<file path="src/rtl/bus_pkg.sv">
// Shared types and default region geometry for the bus decoder.
package bus_pkg;

  typedef enum logic [1:0] {
    IDLE   = 2'd0,
    ACCESS = 2'd1,
    RESP   = 2'd2
  } state_t;

  localparam int MAX_REG     = 8;
  localparam int MAX_ADDR_W  = 64;
  localparam int TBL_W       = MAX_REG * MAX_ADDR_W;
  localparam int REGION_SPAN = 256;

  // Builds the default packed region table: region i covers
  // [REGION_SPAN*i, REGION_SPAN*(i+1)). With limit=1 the upper bounds are
  // returned, otherwise the bases. Callers truncate to N_REG*ADDR_W bits.
  function automatic logic [TBL_W-1:0] default_table(input int n_reg,
                                                     input int addr_w,
                                                     input bit limit);
    logic [TBL_W-1:0] tbl;
    tbl = '0;
    for (int i = 0; i < MAX_REG; i++) begin
      if (i < n_reg) begin
        tbl = tbl | (TBL_W'(REGION_SPAN * (i + int'(limit))) << (i * addr_w));
      end
    end
    return tbl;
  endfunction

endpackage

</file>
<file path="src/rtl/addr_match.sv">
// Combinational region lookup: finds the lowest-index region containing
// addr and reports its index and the offset from that region's base.
module addr_match #(
  parameter int N_REG  = 4,
  parameter int ADDR_W = 32,
  parameter int IDX_W  = 2
) (
  input  logic [ADDR_W-1:0]       addr,
  input  logic [N_REG*ADDR_W-1:0] base,
  input  logic [N_REG*ADDR_W-1:0] limit,
  output logic                    hit,
  output logic [IDX_W-1:0]        idx,
  output logic [ADDR_W-1:0]       offset
);

  logic [ADDR_W-1:0] b;
  logic [ADDR_W-1:0] l;

  // Scan from the highest index down so the lowest matching region wins.
  always_comb begin
    hit    = 1'b0;
    idx    = '0;
    offset = '0;
    b      = '0;
    l      = '0;
    for (int i = N_REG - 1; i >= 0; i--) begin
      b = base[i*ADDR_W +: ADDR_W];
      l = limit[i*ADDR_W +: ADDR_W];
      // An empty or inverted region (base >= limit) can never match.
      if ((b < l) && (addr >= b) && (addr < l)) begin
        hit    = 1'b1;
        idx    = IDX_W'(i);
        offset = addr - b;
      end
    end
  end

endmodule

</file>
<file path="src/rtl/bus_decoder.sv">
// Single-outstanding bus decoder: routes one request to a matching slave
// region, waits for its ack with a bounded timeout, and returns a response.
//
// state  | meaning
// IDLE   | ready for a request; decode on accept
// ACCESS | slave selected, waiting for ack or timeout
// RESP   | rsp_valid high for one cycle
module bus_decoder
  import bus_pkg::*;
#(
  parameter int N_REG   = 4,
  parameter int ADDR_W  = 32,
  parameter int DATA_W  = 32,
  parameter int TIMEOUT = 15,
  parameter logic [N_REG*ADDR_W-1:0] REG_BASE  =
    (N_REG*ADDR_W)'(default_table(N_REG, ADDR_W, 1'b0)),
  parameter logic [N_REG*ADDR_W-1:0] REG_LIMIT =
    (N_REG*ADDR_W)'(default_table(N_REG, ADDR_W, 1'b1))
) (
  input  logic                    clk,
  input  logic                    rst_n,
  input  logic                    req_valid,
  output logic                    req_ready,
  input  logic                    req_wr,
  input  logic [ADDR_W-1:0]       req_addr,
  input  logic [DATA_W-1:0]       req_wdata,
  output logic                    rsp_valid,
  output logic [DATA_W-1:0]       rsp_rdata,
  output logic                    rsp_err,
  output logic [N_REG-1:0]        sel,
  output logic [N_REG-1:0]        wr_en,
  output logic [ADDR_W-1:0]       s_addr,
  output logic [DATA_W-1:0]       s_wdata,
  input  logic [N_REG*DATA_W-1:0] s_rdata,
  input  logic [N_REG-1:0]        s_ack
);

  localparam int IDX_W = (N_REG > 1) ? $clog2(N_REG) : 1;
  localparam logic [7:0] LAST_WAIT = 8'(TIMEOUT - 1);

  state_t              state_q, state_d;
  logic                hit;
  logic [IDX_W-1:0]    idx;
  logic [ADDR_W-1:0]   offset;
  logic [IDX_W-1:0]    idx_q;
  logic                wr_q;
  logic [7:0]          wait_q;
  logic [DATA_W-1:0]   rdata_q;
  logic                err_q;
  logic                accept;
  logic                ack_sel;
  logic                timed_out;
  logic [DATA_W-1:0]   rdata_sel;

  addr_match #(
    .N_REG  (N_REG),
    .ADDR_W (ADDR_W),
    .IDX_W  (IDX_W)
  ) u_match (
    .addr   (req_addr),
    .base   (REG_BASE),
    .limit  (REG_LIMIT),
    .hit    (hit),
    .idx    (idx),
    .offset (offset)
  );

  assign req_ready = (state_q == IDLE);
  assign accept    = req_valid & req_ready;
  assign ack_sel   = s_ack[idx_q];
  assign rdata_sel = s_rdata[idx_q*DATA_W +: DATA_W];
  // wait_q holds the number of completed ACCESS cycles, so the current
  // cycle is the last allowed one when it equals TIMEOUT-1.
  assign timed_out = (wait_q == LAST_WAIT);

  assign rsp_valid = (state_q == RESP);
  assign rsp_rdata = rsp_valid ? rdata_q : '0;
  assign rsp_err   = rsp_valid & err_q;

  // State register.
  always_ff @(posedge clk or negedge rst_n) begin
    if (!rst_n) state_q <= IDLE;
    else        state_q <= state_d;
  end

  // Next-state decode; ack takes priority over the timeout.
  always_comb begin
    state_d = state_q;
    case (state_q)
      IDLE:    if (accept) state_d = hit ? ACCESS : RESP;
      ACCESS:  if (ack_sel || timed_out) state_d = RESP;
      RESP:    state_d = IDLE;
      default: state_d = IDLE;
    endcase
  end

  // Transaction capture, wait counter and response data.
  always_ff @(posedge clk or negedge rst_n) begin
    if (!rst_n) begin
      idx_q   <= '0;
      wr_q    <= 1'b0;
      s_addr  <= '0;
      s_wdata <= '0;
      wait_q  <= '0;
      rdata_q <= '0;
      err_q   <= 1'b0;
    end else begin
      if (accept) begin
        idx_q   <= idx;
        wr_q    <= req_wr;
        s_addr  <= offset;
        s_wdata <= req_wdata;
        wait_q  <= '0;
        if (!hit) begin
          rdata_q <= '0;
          err_q   <= 1'b1;
        end
      end else if (state_q == ACCESS) begin
        wait_q <= wait_q + 8'd1;
        if (ack_sel) begin
          rdata_q <= wr_q ? '0 : rdata_sel;
          err_q   <= 1'b0;
        end else if (timed_out) begin
          rdata_q <= '0;
          err_q   <= 1'b1;
        end
      end
    end
  end

  // Slave strobes: select held through ACCESS, write enable on its first cycle.
  always_comb begin
    sel   = '0;
    wr_en = '0;
    if (state_q == ACCESS) begin
      sel[idx_q]   = 1'b1;
      wr_en[idx_q] = wr_q & (wait_q == 8'd0);
    end
  end

endmodule

</file>
<file path="config.mk">
export PLATFORM = sky130hd
export DESIGN_NAME = bus_decoder
export DESIGN_NICKNAME = d
export VERILOG_FILES = /design/src/rtl/bus_pkg.sv /design/src/rtl/addr_match.sv /design/src/rtl/bus_decoder.sv
export SDC_FILE = /design/constraint.sdc
export NUM_CORES = 1
export LEC_CHECK = 0
export CAP_MARGIN = 20
export CORE_ASPECT_RATIO = 0.75
export CORE_UTILIZATION = 35
export CTS_BUF_LIST = sky130_fd_sc_hd__clkbuf_8
export DETAILED_ROUTE_END_ITERATION = 12
export HOLD_SLACK_MARGIN = 0.15
export PLACE_DENSITY = 0.83
export SYNTH_ARGS = -nofsm -noshare
export SYNTH_HDL_FRONTEND = slang
export SYNTH_SLANG_ARGS = --single-unit
</file>
<file path="constraint.sdc">
create_clock -name clk -period 1.8 [get_ports clk]
set_input_delay 0.54 -clock clk [delete_from_list [all_inputs] [get_ports clk]]
set_output_delay 0.54 -clock clk [all_outputs]
set_load 0.01 [all_outputs]
</file>
==> summary.txt <==
Run status - finished, violations left
Failing checks - DRC, setup timing
Hold path endpoint - s_wdata[13]$_DFFE_PN0P_
Post-synth net total - 773
DR vias/cell - 5.18
Seq pwr share - 46.7%
Crit path cell chain - nor4_4, nand4_1, or3_4, buf_6, nor3_4, buf_2
Yosys cell count - 564
Placed cells - 1,111
Clk root buf - clkbuf_8
Area growth from synthesis to layout - 83.5%
Hpwl dp - 15,200 um
Initial Util - 36.4%
Ys flops - 110
Sink Count - 110
Layout cells sized above 1 - 34.8%
Top-area cell share - 46.5%
Boundary Pins - 307
Syn avg cell area - 10.5 um^2
Post-Syn Area - 5920 um^2
Synth top cell by count - nand2_1
RR Endpoint - rdata_q[10]$_DFFE_PN0P_
Synth Warn # - 0
Finish-stage setup viols - 92
P per Cell Area - 541 nW/um^2
Critical Path Start - wait_q[4]$_DFFE_PN0P_
Internal Power - 4210 uW
Drt drc - 42
Vert. Die Dim - 115 um
Cells on worst reg2reg path - 8
Yosys stat area - 5920 um^2
Worst-path clk slew - 110 ps
Post-synthesis cell count - 564
Worst setup margin - -784 ps
Crit-path max FO - 4
Register-to-register setup slack - -390 ps
Initial antenna violation count - 2
TritonCTS buffer count - 9
Hold_sp - s_wdata[13]$_DFFE_PN0P_
Final WL - 23,300 um
Slew HR - 69.4%
Pin count of the biggest net entering global routing - 61
Unrepaired setup endpoints after global routing - true
Cell taking the most area after synthesis - dfrtp_1
Top cells by count - nand2_1 (137), dfrtp_1 (110), and2_1 (44), nor2b_1 (37), mux4_2 (33)
Number of enable flip-flop cells - 0
GP Congestion - 0.851
CTS max path bufs - 2
Grt ovf - 0
Slowest-stage cell, CP - dfrtp_1
TritonCTS clock tree - yes
Leakage - 0.00522 uW
Max_cap viols - 0
FF-to-FF Start - idx_q[0]$_DFFE_PN0P_
NumNets Final - 1,163
IO buf count - 306
Worst setup path category - register to output port
Fin Hold WS - 482 ps
Cell row count - 40
Arrival time worst endpoint - 2040 ps
Buffers and inverters on the worst path - 2
DR pass1 iterations - 8
IR drop worst, VDD - 0.000510 V
Max Clk Rate - 387 MHz
Worst Hold Class - register to register
Tcrit/Tclk final - 144%
1st-iter DRT viols - 365
Worst Hold Depth - 2
Post-Place Worst Slack - -1070 ps
Die area - 17,400 um^2
Combinational power share - 27.9%
Via count - 6,062
Worst Path Required - 1260 ps
Register share after synthesis - 46.5%
CTS H-tree depth - 3
Number of global-route vias before repair - 6,223
Final hold viol count - 0
Asr flop ratio synth - 100%
Cell variety after synth - 48
Sw Pwr - 1660 uW
Top_reg_cell synth - dfrtp_1
Sw Share - 28.3%
Top cells, area - dfrtp_1 (47%), mux4_2 (13%), nand2_1 (8.7%)
First-pass GRT wire length - 35,000 um
Final std cells w/o fill - 1,171
Worst slew pin tran - 459 ps
OpenROAD warnings - 35
Detailed-route wire length per cell - 19.9 um
Total track usage - 26.3%
Detail Route Antenna Nets - 0
Worst path top cell family by delay - simple AND/OR/NAND/NOR gates
Max incr delay on CP - 420 ps
Startpoint types - register
Slew Viols, Final - 0
Core ar. - 16,300 um^2
Final worst path period need - 2580 ps
Crit. End Element - output port
Die W - 152 um
Clock Power Share - 25.4%
[cells by family (layout without fill, tap and decap cells)]
kind of cell | count (synthesis) | count (layout) | synth area share (%)
other | 0 | 2 | 0
buffers and inverters | 44 | 439 | 3.24
AND/OR/NAND/NOR | 290 | 290 | 24.5
adder cells (fa/ha/maj) | 9 | 9 | 1.90
AND-OR/OR-AND | 43 | 43 | 4.65
multiplexers | 67 | 67 | 19.0
XOR/XNOR | 1 | 1 | 0.148
flip-flops | 110 | 110 | 46.5
[power groups by stage]
stage,Combinational (uW),Clock (uW),Sequential (uW)
after floorplan,426,0,2810
after global placement,1390,0,2770
after detailed placement,1420,0,2780
after CTS,1570,1540,2730
after global routing,1750,1640,2760
final,1640,1490,2740
[repair_timing]
action,4_1_cts,5_1_grt
gates cloned,9,1
gates resized,462,54
hold buffers,1,0
hold endpoints to repair,12,0
pin swaps,50,41
endpoints found under the setup margin,168,111
setup buffers,32,11
[flip-flops by register name (all words and copies together) (netlist names)]
signal,flops
rdata_q,32
s_addr,32
s_wdata,32
wait_q,8
idx_q,2
state_q,2
err_q,1
wr_q,1
[worst min-delay path, delay by kind of cell, from the launching register on]
family	cells	cell delay [ps]
flops	1	350
simple gates	2	100
[worst max-delay path by stage]
stage	depth (start not counted)	slack (ps)	to
after floorplan	6	-670	rdata_q[10]$_DFFE_PN0P_
after global placement	7	-1040	rdata_q[10]$_DFFE_PN0P_
after detailed placement	7	-1070	rdata_q[20]$_DFFE_PN0P_
after CTS	6	-850	wr_en[0]
after global routing	6	-880	wr_en[0]
final	6	-780	wr_en[0]
[metrics by stage]
step           util [%]  instance area, um^2  setup TNS (ps)  power (uW)
4_1_cts            65.3                10600          -31750        5850
2_1_floorplan         -                 5980          -29140        3230
3_3_place_gp       59.7                 9710          -81210        4160
6_report           66.7                10900          -30950        5870
3_5_place_dp       59.7                 9710          -85280        4200
5_1_grt            66.7                10900          -35910        6150
[per-layer routing]
layer / up-vias / share of wire, % / track usage [%] / wire [um]
li1: 2732 / - / - / -
met1: 3014 / 38 / 30.8 / 8860
met2: 270 / 51 / 46.9 / 11900
met3: 46 / 7.6 / 6.96 / 1760
met4: 0 / 3.3 / 8.91 / 774
met5: - / 0 / 0 / 0
[layout by cell type (no fill, tap or decap), drive strengths merged, types with 2 or more instances in the layout]
cell	count
dfrtp	110
nor2	14
clkinv	3
o21ai	20
a41oi	2
inv	11
a31o	2
nand2	137
and4	2
diode	2
nor3	6
or4	3
and2	44
mux2	33
nand3	22
clkbuf	13
nor4	8
clkdlybuf4s15	5
nor2b	37
or3	2
buf	158
nand4b	2
a21oi	8
dlygate4sd2	84
ha	9
nand2b	3
nand4	5
a31oi	2
clkdlybuf4s50	163
mux4	33
[final cells by class]
class / instances / area (um^2)
timing repair buffer: 415 / 4100
inverter: 8 / 30.0
multi-input combinational: 410 / 3510
tap: 210 / 263
fill: 1211 / 5410
clock inverter: 6 / 57.6
antenna: 2 / 5.00
clock buffer: 10 / 138
sequential: 110 / 2760
clk_routes.png
Drawn at 3 px/um.
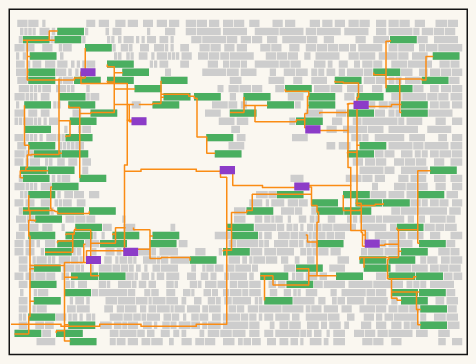
[green] flip-flops | count: 110
[purple] clock drivers | count: 9
[orange] clock wires | length: 1,430 um
routed clock nets	10
clock-net power: 1490 uW
Late-Pin Clk Latency: 390 ps
skew final: 15.9 ps

placement_by_type.png
Drawn at 2 px/um. Fill, decap, tap and diode cells in gray.
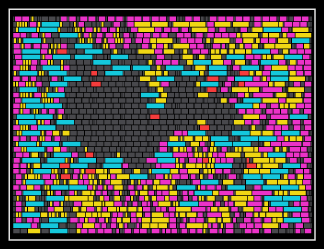
color	class	cells	share of their area
yellow	combinational and other logic	418	33%
magenta	remaining buffers and delay cells	415	39%
cyan	sequential cells	110	26%
red	clock drivers and dummy loads	16	1.8%

Power and IR drop assume default switching activity.
